===== src/rtl/adder_tree_pkg.sv =====
// Shared helpers for the pipelined partial-product adder tree.
// Optional overflow reporting is enabled with ADDER_TREE_OVF_EN.
package adder_tree_pkg;

    // Number of pairwise reduction levels needed for n inputs (ceil(log2(n))).
    function automatic int unsigned tree_levels(input int unsigned n);
        int unsigned l;
        l = 0;
        for (int unsigned i = 0; i < 31; i++) begin
            if ((32'd1 << i) < n) l = i + 1;
        end
        return l;
    endfunction

    // Number of values registered by level k.
    function automatic int unsigned stage_width(input int unsigned n_pp, input int unsigned k);
        return n_pp >> (k + 1);
    endfunction

    function automatic bit pp_count_ok(input int unsigned n);
        return (n >= 2) && ((n & (n - 1)) == 0);
    endfunction

endpackage


===== src/rtl/adder_tree_level.sv =====
// One reduction level: pairwise W-bit wrapping adds, registered with valid, tag
// and (with ADDER_TREE_OVF_EN) a sticky signed-overflow bit.
module adder_tree_level #(
    parameter int unsigned N_IN  = 2,
    parameter int unsigned W     = 64,
    parameter int unsigned TAG_W = 4
) (
    input  logic                    clk,
    input  logic                    rst,
    input  logic                    in_valid,
    input  logic [N_IN*W-1:0]       in_data,
    input  logic [TAG_W-1:0]        in_tag,
`ifdef ADDER_TREE_OVF_EN
    input  logic                    in_ovf,
`endif
    input  logic                    adv_next,
    output logic                    adv,
    output logic                    out_valid,
    output logic [(N_IN/2)*W-1:0]   out_data,
    output logic [TAG_W-1:0]        out_tag
`ifdef ADDER_TREE_OVF_EN
    ,
    output logic                    out_ovf
`endif
);

    localparam int unsigned N_OUT = N_IN / 2;

    logic [N_OUT*W-1:0] sums;
    logic [W-1:0]       a;
    logic [W-1:0]       b;
    logic [W-1:0]       s;
    logic [N_OUT*W-1:0] data_q;
    logic [TAG_W-1:0]   tag_q;
    logic               valid_q;
`ifdef ADDER_TREE_OVF_EN
    logic               ovf_add;
    logic               ovf_q;
`endif

    always_comb begin
        sums = '0;
        a    = '0;
        b    = '0;
        s    = '0;
`ifdef ADDER_TREE_OVF_EN
        ovf_add = in_ovf;
`endif
        for (int unsigned j = 0; j < N_OUT; j++) begin
            a = in_data[(2*j)*W +: W];
            b = in_data[(2*j+1)*W +: W];
            s = a + b;
            sums[j*W +: W] = s;
`ifdef ADDER_TREE_OVF_EN
            // Signed overflow: same operand signs, different result sign.
            ovf_add = ovf_add | ((a[W-1] == b[W-1]) && (s[W-1] != a[W-1]));
`endif
        end
    end

    // Load when empty or when the current contents move downstream this cycle.
    assign adv = !valid_q || adv_next;

    always_ff @(posedge clk) begin
        if (rst) begin
            valid_q <= 1'b0;
            data_q  <= '0;
            tag_q   <= '0;
`ifdef ADDER_TREE_OVF_EN
            ovf_q   <= 1'b0;
`endif
        end else if (adv) begin
            valid_q <= in_valid;
            if (in_valid) begin
                data_q <= sums;
                tag_q  <= in_tag;
`ifdef ADDER_TREE_OVF_EN
                ovf_q  <= ovf_add;
`endif
            end
        end
    end

    assign out_valid = valid_q;
    assign out_data  = data_q;
    assign out_tag   = tag_q;
`ifdef ADDER_TREE_OVF_EN
    assign out_ovf   = ovf_q;
`endif

endmodule


===== src/rtl/pp_adder_tree_pipe.sv =====
// Pipelined N_PP-input modulo-2^W adder tree with valid/ready flow control and a
// sideband tag. Define ADDER_TREE_OVF_EN to add the out_ovf signed-overflow port.
module pp_adder_tree_pipe
    import adder_tree_pkg::*;
#(
    parameter int unsigned N_PP  = 8,
    parameter int unsigned W     = 64,
    parameter int unsigned TAG_W = 4
) (
    input  logic                clk,
    input  logic                rst,
    input  logic                in_valid,
    output logic                in_ready,
    input  logic [N_PP*W-1:0]   in_pp,
    input  logic [TAG_W-1:0]    in_tag,
    output logic                out_valid,
    input  logic                out_ready,
    output logic [W-1:0]        out_sum,
    output logic [TAG_W-1:0]    out_tag
`ifdef ADDER_TREE_OVF_EN
    ,
    output logic                out_ovf
`endif
);

    localparam int unsigned LEVELS = tree_levels(N_PP);

    if (!pp_count_ok(N_PP)) begin : g_bad_npp
        $error("pp_adder_tree_pipe: N_PP must be a power of two and >= 2");
    end

    logic [LEVELS:0]  adv;
    logic [LEVELS:0]  vchain;
    logic [TAG_W-1:0] tchain [0:LEVELS];
`ifdef ADDER_TREE_OVF_EN
    logic [LEVELS:0]  ochain;
    assign ochain[0] = 1'b0;
    assign out_ovf   = ochain[LEVELS];
`endif

    assign adv[LEVELS] = out_ready;
    assign in_ready    = adv[0];
    assign vchain[0]   = in_valid;
    assign tchain[0]   = in_tag;
    assign out_valid   = vchain[LEVELS];
    assign out_tag     = tchain[LEVELS];

    for (genvar k = 0; k < LEVELS; k++) begin : lvl
        localparam int unsigned NI = N_PP >> k;

        logic [NI*W-1:0]                          din;
        logic [stage_width(N_PP, k)*W-1:0]        q;

        if (k == 0) begin : g_first
            assign din = in_pp;
        end else begin : g_rest
            assign din = lvl[k-1].q;
        end

        adder_tree_level #(
            .N_IN  (NI),
            .W     (W),
            .TAG_W (TAG_W)
        ) u_level (
            .clk       (clk),
            .rst       (rst),
            .in_valid  (vchain[k]),
            .in_data   (din),
            .in_tag    (tchain[k]),
`ifdef ADDER_TREE_OVF_EN
            .in_ovf    (ochain[k]),
`endif
            .adv_next  (adv[k+1]),
            .adv       (adv[k]),
            .out_valid (vchain[k+1]),
            .out_data  (q),
            .out_tag   (tchain[k+1])
`ifdef ADDER_TREE_OVF_EN
            ,
            .out_ovf   (ochain[k+1])
`endif
        );

        if (k == LEVELS - 1) begin : g_last
            assign out_sum = q;
        end
    end

endmodule

===== config.mk =====
export PLATFORM = sky130hd
export DESIGN_NAME = pp_adder_tree_pipe
export DESIGN_NICKNAME = d
export VERILOG_FILES = /design/src/rtl/adder_tree_pkg.sv /design/src/rtl/adder_tree_level.sv /design/src/rtl/pp_adder_tree_pipe.sv
export SDC_FILE = /design/constraint.sdc
export NUM_CORES = 2
export LEC_CHECK = 0
export ABC_AREA = 1
export CORE_MARGIN = 1.5
export CORE_UTILIZATION = 55
export CTS_BUF_LIST = sky130_fd_sc_hd__clkbuf_4 sky130_fd_sc_hd__clkbuf_8
export CTS_CLUSTER_DIAMETER = 30
export DETAILED_ROUTE_END_ITERATION = 8
export PLACE_DENSITY = 0.76
export SYNTH_ARGS = -nofsm -noshare
export SYNTH_HDL_FRONTEND = slang
export SYNTH_SLANG_ARGS = --single-unit

===== constraint.sdc =====
create_clock -name clk -period 2.78 [get_ports clk]
set_input_delay 0.556 -clock clk [delete_from_list [all_inputs] [get_ports clk]]
set_output_delay 0.556 -clock clk [all_outputs]
set_load 0.1 [all_outputs]

Fig. 1: zoomed window
Window x 236 to 256, y 236 to 256 µm. Cells in gray, sequential cells in the stronger gray; small squares are vias.
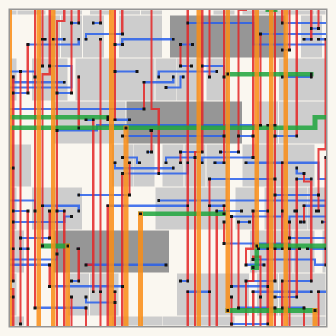
Key: orange = met4; green = met3; red = met2; blue = met1
Netlist names of flops here include `lvl.u_level.out_data` (3). Sequential cells in the window: 3. 38 logic cells have their middle in the window. Most frequent: nand2_1 (10), inv_1 (9), ha_1 (5).

Fig. 2: cell placement
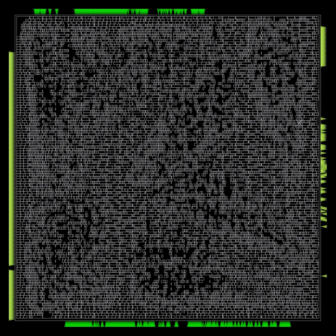
non-filler instance count after layout: 13,900
flop share of the area: 13.0%
count of fill cells added during filler insertion: 9,860
Final Util: 68.1%
number of tap cells added at floorplan: 1,391

Fig. 3: cells by drive strength
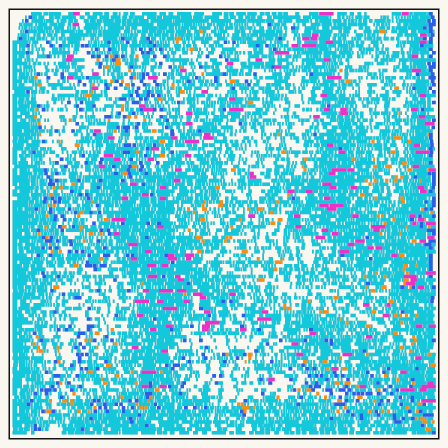
Key: blue = drive 3 to 4 [cells 562, share 4.5%]; cyan = drive 1 or less [cells 11,447, share 92%]; orange = drive 2 [cells 282, share 2.3%]; magenta = drive 6 and up [cells 171, share 1.4%]
final worst slack: 122 ps
post-route cell area: 71,500 µm²
relative area change from synthesis to final layout: 23.0%
Repair and plain buffers: 1,067

==> reports/qor.txt <==
Insertion Delay late pin: 830 ps
Number of pins exceeding their max-slew limit in the final report: 0
Post-synth ARST share: 0%
Count of input and output buffers: 589
Crit path DRT: 3470 ps
Comb power frac: 41.6%
DR top layer: met5
Most frequent cell on the critical path: sky130_fd_sc_hd__nand2_1
Ys cells: 11,400
Post-cts sizing count: 0
Hold Path Class: in -> reg
P_seq: 7.93 mW
Run status: complete, but fails checks
Clock root buffer: sky130_fd_sc_hd__clkbuf_8
Mapped Cells: 11,400
Worst reg2reg setup slack: 120 ps
Setup Buffers After CTS: 0
Avg WL per Cell: 17.0 µm
Cell with the most instances after synthesis: sky130_fd_sc_hd__nand2_1
Total track usage: 42.3%
Internal power summed over all cells: 17.9 mW
Power in combinational cells: 12.7 mW
Count of vias placed by the detailed router: 71,800
DP HPWL: 199,000 µm
Most congested layer reported by global routing: met2
Share of synthesized area occupied by flip-flops and latches: 16.0%
Clock slew at the register clock pins of the worst setup and hold paths: 70 ps
Horizontal die size: 328 µm
Commonest register cell after synthesis: sky130_fd_sc_hd__dfxtp_1
Switching part of the total power: 41.4%
Failing checks: design-rule violations
Met3 track demand over resource in global routing: 8.21%
Final tally of setup violations: 0
Met1 Usage GRT: 52.9%
Synth Warn #: 0
Count of flip-flops with a built-in enable after synthesis: 0
Pin count of the biggest net entering global routing: 99
Actual slew at the worst max-slew pin: 668 ps
Nature of the critical path endpoint: flop
Core area: 105,000 µm²
Met1 layer wirelength in the final routing: 94,300 µm
Total number of placement rows: 119
Detailed route wirelength on metal3: 24,600 µm
Crit path max fanout: 6
Height of the die: 328 µm
Endpoint of the worst register-to-register path: lvl[1].u_level.out_data[31]
Number of placed I/O pins: 590
Final worst path period need: 2660 ps
Met2 usage in global routing: 68.8%
Clock sinks: 463
Period Utilization, post-route: 95.6%
Capturing instance or port of the critical path: lvl[1].u_level.out_data[31]
Number of OpenROAD warnings: 26
# H-tree levels: 3
Max Fclk: 0.376 GHz
Largest area contributor in the netlist: sky130_fd_sc_hd__nand2_1
Top cells by area: sky130_fd_sc_hd__nand2_1 (28%), sky130_fd_sc_hd__inv_1 (17%), sky130_fd_sc_hd__dfxtp_1 (16%)
Max_slew headroom: 55.2%
Ordered cell list for the critical path: ha_1 > nand2_1 > nand3_2 > nand2_1 > nand2_2 > nand2_1 > nand2_1 > nand2_1 > nand2_2 > xor2_1 > o21ai_0 > inv_1
Wire length reported by the detailed router: 235,000 µm
Post-synth top area share: 27.8%
Largest voltage drop on the vdd net: 0.762 mV
Hold-fix buffers at CTS: 0
Net load switching power: 12.6 mW
Clock tree from TritonCTS: yes
Post-Route Hold Slack: 148 ps
GRT overflow: 0
Portion of total power attributed to sequential cells: 26.0%
Clock share of power: 32.5%
Floorplan Nets: 12,300
Number of antenna violations at the first check in global routing: 12
Post-route DRC: 2
Number of buffers inserted during clock tree synthesis: 105
FF-to-FF path depth: 12
Synth cell count leaders: sky130_fd_sc_hd__nand2_1 (4,302), sky130_fd_sc_hd__inv_1 (2,632), sky130_fd_sc_hd__nor2_1 (1,601), sky130_fd_sc_hd__dfxtp_1 (463), sky130_fd_sc_hd__nand3_1 (462)
Max-Cap Viols: 0
Worst slack, placed: -189 ps
Core Util at FP: 55.3%
Routability congestion estimate from global placement: 1.05
Die Area: 108,000 µm²
Startpoint of the most critical register-to-register path: lvl[0].u_level.out_data[66]
Dpl cells: 13,700
Worst Setup Start Kind: flop
Met2 Routed Length: 103,000 µm
Cell with the largest stage delay on the worst path: sky130_fd_sc_hd__dfxtp_1
Netlist area before placement: 58,100 µm²
Number of distinct library cells after synthesis: 33
Mean cell area of the mapped netlist: 5.12 µm²
First-pass detailed-route iteration total: 9
Share of layout cells above drive strength 1: 8.14%
Via density per instance: 5.18
Setup Crit Path Kind: reg -> reg
Worst hold stages: 2
Global-route wire length before repair: 357,000 µm
Power Density: 427 nW/µm²
First-iteration detailed-routing DRC count: 7,960
Setup clock skew after layout: 43.0 ps
Number of global-route vias before repair: 66,700
Static leakage power: 44.8 nW
Hold violation count in the final report: 0
CP Data Arrival Time: 3350 ps
Hold Path Origin: rst
Largest buffer count on any clock path: 3
Flops out of synthesis: 463
Capture endpoint of the worst hold path: lvl[1].u_level.out_data[2]
Setup repair after global routing missed its margin: no
Longest individual stage delay on the worst path: 630 ps
YS chip area: 58,100 µm²
Placed cell area: 68,800 µm²
Power in the clock group: 9.90 mW
metrics by stage:
step / utilization [%] / setup TNS [ps]
after floorplan: - / 0
after global placement: 65.5 / -3830
after detailed placement: 65.5 / -9740
after CTS: 68.1 / 0
after global routing: 68.1 / 0
final: 68.1 / 0
flip-flops by register name, indices dropped and copies added, names as in the netlist:
signal / cells
lvl.u_level.out_valid: 3
lvl.u_level.out_tag: 12
lvl.u_level.out_data: 448
layout by cell type, fill, tap and decap left out, drive strengths merged, types with 32 or more instances in the layout:
| master | count |
|---|---|
| clkbuf | 130 |
| clkinv | 32 |
| inv | 2669 |
| a21oi | 314 |
| nor3 | 106 |
| nand2 | 4382 |
| xor2 | 156 |
| nand4 | 72 |
| xnor2 | 50 |
| o21ai | 274 |
| clkdlybuf4s50 | 518 |
| ha | 441 |
| o211ai | 39 |
| dfxtp | 463 |
| nand3 | 504 |
| nor2 | 1674 |
| buf | 549 |
worst max-delay path: cells and delay by family (launching register included):
family                   cells  cell delay [ps]
AND/OR/NAND/NOR              8              900
flip-flops                   1              630
adder cells (fa/ha/maj)      1              400
AND-OR/OR-AND                1              300
XOR/XNOR                     1              200
buffers and inverters        1              100
kinds of logic (layout without fill, tap and decap cells):
family | Yosys count | after routing | synth area share [%]
xor+xnor | 206 | 206 | 3.11
simple gates | 6754 | 6754 | 46.8
other cells | 0 | 7 | 0
flops | 463 | 463 | 16.0
compound gates | 665 | 665 | 6.05
fa+ha+maj | 448 | 448 | 9.74
buf+inv | 2816 | 3926 | 18.4
layout make-up:
type | count | area (µm²)
fill | 9860 | 33500
clock inverter | 63 | 966
tap | 1391 | 1740
inverter | 2666 | 10000
sequential | 463 | 9270
antenna | 7 | 17.5
timing repair buffer | 1067 | 9590
multi-input combinational | 8073 | 38100
clock buffer | 130 | 1710
Power and IR drop assume default switching activity.
